==> config.mk <==
export PLATFORM = sky130hd
export DESIGN_NAME = pipe_stage_reg
export DESIGN_NICKNAME = d
export VERILOG_FILES = /design/src/rtl/pipe_stage_reg.sv
export SDC_FILE = /design/constraint.sdc
export NUM_CORES = 1
export LEC_CHECK = 0
export ABC_AREA = 1
export CAP_MARGIN = 0
export CORE_MARGIN = 10
export CORE_UTILIZATION = 25
export CTS_BUF_LIST = sky130_fd_sc_hd__clkbuf_4 sky130_fd_sc_hd__clkbuf_8 sky130_fd_sc_hd__clkbuf_16
export CTS_CLUSTER_DIAMETER = 200
export CTS_CLUSTER_SIZE = 28
export DETAILED_ROUTE_END_ITERATION = 10
export PLACE_DENSITY_LB_ADDON = 0.25
export SETUP_SLACK_MARGIN = 0.3
export SLEW_MARGIN = 0
export SYNTH_ARGS = -nofsm -noshare
export SYNTH_HDL_FRONTEND = slang
export SYNTH_SLANG_ARGS = --single-unit
==> constraint.sdc <==
create_clock -name clk -period 2 [get_ports clk]
set_input_delay 0.3 -clock clk [delete_from_list [all_inputs] [get_ports clk]]
set_output_delay 0.3 -clock clk [all_outputs]
set_load 0.02 [all_outputs]
==> src/rtl/pipe_stage_reg.sv <==
// ----------------------------------------------------------------------------
// pipe_stage_reg
//   Elastic pipeline register placed between two pipeline stages. It carries a
//   control field, which reads as all-zero (a NOP) whenever no entry is held, and
//   a data payload. Transfers use a valid/ready handshake.
//
//   With SKID=1 the stage holds up to two entries: a head register that drives
//   out_* and a skid register for the second entry. in_ready then comes from a
//   flop, so there is no combinational path from out_ready to in_ready. With
//   SKID=0 the stage holds one entry and in_ready depends combinationally on
//   out_ready.
//
//   Two saturating counters report activity:
//     stall_cnt : cycles in which an entry is offered downstream but not taken
//     flush_cnt : flush cycles that threw away at least one held entry
//
// Ports
//   clk        in   1       clock; all state changes on the rising edge
//   rst        in   1       synchronous reset, active low
//   flush      in   1       drop all held entries (takes priority over handshakes)
//   in_valid   in   1       upstream presents an entry
//   in_ready   out  1       stage can accept an entry this cycle
//   in_ctrl    in   CTRL_W  upstream control field
//   in_data    in   DATA_W  upstream payload
//   out_valid  out  1       head entry valid to downstream
//   out_ready  in   1       downstream takes the head entry (low = stall)
//   out_ctrl   out  CTRL_W  head control field, zero when out_valid=0
//   out_data   out  DATA_W  head payload, stable but meaningless when out_valid=0
//   occupancy  out  2       number of held entries
//   stall_cnt  out  CNT_W   saturating stall cycle count
//   flush_cnt  out  CNT_W   saturating count of flushes that dropped entries
// ----------------------------------------------------------------------------
module pipe_stage_reg #(
    parameter int unsigned CTRL_W = 12,
    parameter int unsigned DATA_W = 143,
    parameter int unsigned SKID   = 1,
    parameter int unsigned CNT_W  = 16
) (
    input  logic              clk,
    input  logic              rst,
    input  logic              flush,
    input  logic              in_valid,
    output logic              in_ready,
    input  logic [CTRL_W-1:0] in_ctrl,
    input  logic [DATA_W-1:0] in_data,
    output logic              out_valid,
    input  logic              out_ready,
    output logic [CTRL_W-1:0] out_ctrl,
    output logic [DATA_W-1:0] out_data,
    output logic [1:0]        occupancy,
    output logic [CNT_W-1:0]  stall_cnt,
    output logic [CNT_W-1:0]  flush_cnt
);

    // State encoding equals the number of held entries.
    typedef enum logic [1:0] {
        StEmpty = 2'd0,
        StOne   = 2'd1,
        StFull  = 2'd2
    } state_e;

    localparam logic [CNT_W-1:0] CntMax = '1;

    state_e             r_state;
    state_e             w_state_next;

    logic [CTRL_W-1:0]  r_head_ctrl;
    logic [DATA_W-1:0]  r_head_data;
    logic [CTRL_W-1:0]  r_skid_ctrl;
    logic [DATA_W-1:0]  r_skid_data;
    logic [CNT_W-1:0]   r_stall_cnt;
    logic [CNT_W-1:0]   r_flush_cnt;

    logic               w_accept;
    logic               w_issue;
    logic               w_out_valid;
    logic               w_load_head_in;
    logic               w_load_head_skid;
    logic               w_load_skid;
    logic               w_clear_head;

    assign w_out_valid = (r_state != StEmpty);
    assign w_accept    = in_valid & in_ready;
    assign w_issue     = w_out_valid & out_ready;

    // ------------------------------------------------------------------------
    // Ready generation
    // ------------------------------------------------------------------------
    if (SKID != 0) begin : g_skid
        logic r_in_ready;

        // Registered copy of "next state is not full", so in_ready never sees
        // out_ready combinationally.
        always_ff @(posedge clk) begin
            if (!rst) begin
                r_in_ready <= 1'b1;
            end else begin
                r_in_ready <= (w_state_next != StFull);
            end
        end

        assign in_ready = r_in_ready;
    end else begin : g_noskid
        assign in_ready = ~w_out_valid | out_ready;
    end

    // ------------------------------------------------------------------------
    // Occupancy FSM: next state and register load strobes
    // ------------------------------------------------------------------------
    always_comb begin
        w_state_next     = r_state;
        w_load_head_in   = 1'b0;
        w_load_head_skid = 1'b0;
        w_load_skid      = 1'b0;
        w_clear_head     = 1'b0;

        if (flush) begin
            // Any accept this cycle is dropped along with the held entries.
            w_state_next = StEmpty;
            w_clear_head = 1'b1;
        end else begin
            case (r_state)
                StEmpty: begin
                    if (w_accept) begin
                        w_state_next   = StOne;
                        w_load_head_in = 1'b1;
                    end
                end
                StOne: begin
                    if (w_accept && w_issue) begin
                        w_load_head_in = 1'b1;
                    end else if (w_accept) begin
                        // Unreachable with SKID=0: in_ready is low in this case.
                        w_state_next = StFull;
                        w_load_skid  = 1'b1;
                    end else if (w_issue) begin
                        w_state_next = StEmpty;
                        w_clear_head = 1'b1;
                    end
                end
                StFull: begin
                    // in_ready is low here, so only an issue can happen.
                    if (w_issue) begin
                        w_state_next     = StOne;
                        w_load_head_skid = 1'b1;
                    end
                end
                default: begin
                    w_state_next = StEmpty;
                    w_clear_head = 1'b1;
                end
            endcase
        end
    end

    always_ff @(posedge clk) begin
        if (!rst) begin
            r_state <= StEmpty;
        end else begin
            r_state <= w_state_next;
        end
    end

    // ------------------------------------------------------------------------
    // Head and skid registers
    // ------------------------------------------------------------------------
    // Control is zeroed whenever the head empties so out_ctrl is a NOP without
    // any output gating; data is left as-is.
    always_ff @(posedge clk) begin
        if (!rst) begin
            r_head_ctrl <= '0;
            r_head_data <= '0;
        end else if (w_load_head_in) begin
            r_head_ctrl <= in_ctrl;
            r_head_data <= in_data;
        end else if (w_load_head_skid) begin
            r_head_ctrl <= r_skid_ctrl;
            r_head_data <= r_skid_data;
        end else if (w_clear_head) begin
            r_head_ctrl <= '0;
        end
    end

    always_ff @(posedge clk) begin
        if (!rst) begin
            r_skid_ctrl <= '0;
            r_skid_data <= '0;
        end else if (w_load_skid) begin
            r_skid_ctrl <= in_ctrl;
            r_skid_data <= in_data;
        end
    end

    // ------------------------------------------------------------------------
    // Saturating performance counters
    // ------------------------------------------------------------------------
    always_ff @(posedge clk) begin
        if (!rst) begin
            r_stall_cnt <= '0;
        end else if (w_out_valid && !out_ready && (r_stall_cnt != CntMax)) begin
            r_stall_cnt <= r_stall_cnt + 1'b1;
        end
    end

    always_ff @(posedge clk) begin
        if (!rst) begin
            r_flush_cnt <= '0;
        end else if (flush && w_out_valid && (r_flush_cnt != CntMax)) begin
            r_flush_cnt <= r_flush_cnt + 1'b1;
        end
    end

    // ------------------------------------------------------------------------
    // Outputs
    // ------------------------------------------------------------------------
    assign out_valid = w_out_valid;
    assign out_ctrl  = r_head_ctrl;
    assign out_data  = r_head_data;
    assign occupancy = r_state;
    assign stall_cnt = r_stall_cnt;
    assign flush_cnt = r_flush_cnt;

endmodule
logic_types.png
The bar under the picture is 100 um long.
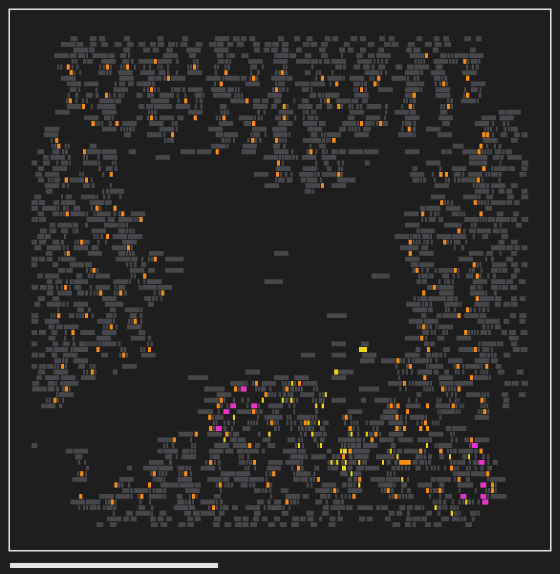
family	colour	cells	most used
XOR/XNOR gates	magenta	11	xor2_1
inverting AOI/OAI gates	orange	197	o21ai_0
inverters	yellow	38	inv_1

==> reports/metrics.yaml <==
clock_tree:
  cts.sinks: 345
  cts-resized-gates: 246
  h-tree-depth: 1
  hold_buffers: 0
  cts_tree: "yes"
place:
  gp_congestion: 0.7793
  placed_cell_area_um2: 19000
final_layout:
  final_area_um2: 19650
  insertedDiodeCount: 0
  final-nonclk-buf-share_pct: 22.90
  comb_share_pct: 33.98
  final_util_pct: 34.65
  fin_nets: 2374
  nClkBuffers: 17
  register_area_um2: 6925
  inverters: 38
  logic_gate_count: 1364
  clkCellAreaFrac_pct: 2.267
  area_growth_pct: 36.46
  num-fill-cells: 5913
synthesis:
  syn_area_um2: 14400
  synth_top_cell_by_area: "dfxtp_1"
  synth-xor-area-share_pct: 0.6690
  syn_area_per_cell_um2: 7.627
  yosysSeqAreaShare_pct: 47.96
  yosysCellCount: 1888
  yosys.area_share.aoi_pct: 16.79
  ys_sh_adder_pct: 0.1738
  synth_nets: 2050
  common_cells: "nand2_1 (434), nor2_1 (388), dfxtp_1 (345)"
  ff_type: "dfxtp_1"
  simple_gate_area_share_pct: 28.20
  ys_seq_elements: 345
  syn_inst: 1888
  async_flop_share_pct: 0
sta:
  whs_ps: 246.1
  setup_viol: 0
  hold_violations: 0
  slew_headroom_pct: 71.96
  worst-slew-pin-transition_ps: 420.6
  finalCritPeriodShare_pct: 82.45
  fmax_ghz: 0.6064
routing:
  routed_wl_mm: 50.99
  drtIter0Drc: 804
  highest_layer: "met4"
  post_drt_wl_per_cell_um: 17.18
  firstDrtPassIters: 5
  via_count: 13822
critical_path:
  required_ps: 1700
  slowest_stage: "dlygate4sd2_1"
  start_kind: "flip-flop"
  r2r_setup_slack_ps: 380
  path_cells: "dlygate4sd2_1"
  cp_max_fo: 4
  arrival_ps: 1350
  cp.depth: 1
  crit_start: "stall_cnt[15]$_SDFFE_PN0P_"
  ff2ff_path_depth: 10
pwr:
  p_sw_share_pct: 27.19
  power.total_uw: 13280
  p_comb_uw: 2040
  power_frac_comb_pct: 15.4
  p_switching_uw: 3611
  ir_drop_uv: 600.1
floorplan:
  initial_core_util_pct: 25.39
  chip_area_um2: 67600
  placeableCoreArea_um2: 56710
  die_x_um: 260
run_status:
  status: "complete, no violations"
global_route:
  grt_pass1_vias: 13198
  grt_first_pass_wirelength_mm: 77.02
  use_met1_pct: 18.46
hold_path:
  holdCritStartpoint: "rst"
  whs_path_depth: 3
clk_routes.png
The bar under the picture is 100 um long.
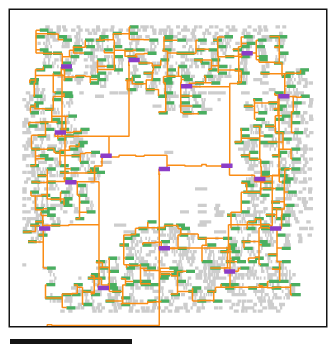
[clock wires] orange | length: 4,560 um
[flip-flops] green | count: 345
[clock drivers] purple | count: 16
flops lie	all over the die
routed clock nets	17
clk_lat worst skew: 540 ps
worst clock skew: 32.66 ps
clk pwr: 3900 uW
Clock power frac: 29.3%

Power is estimated from default activity; no workload was simulated.
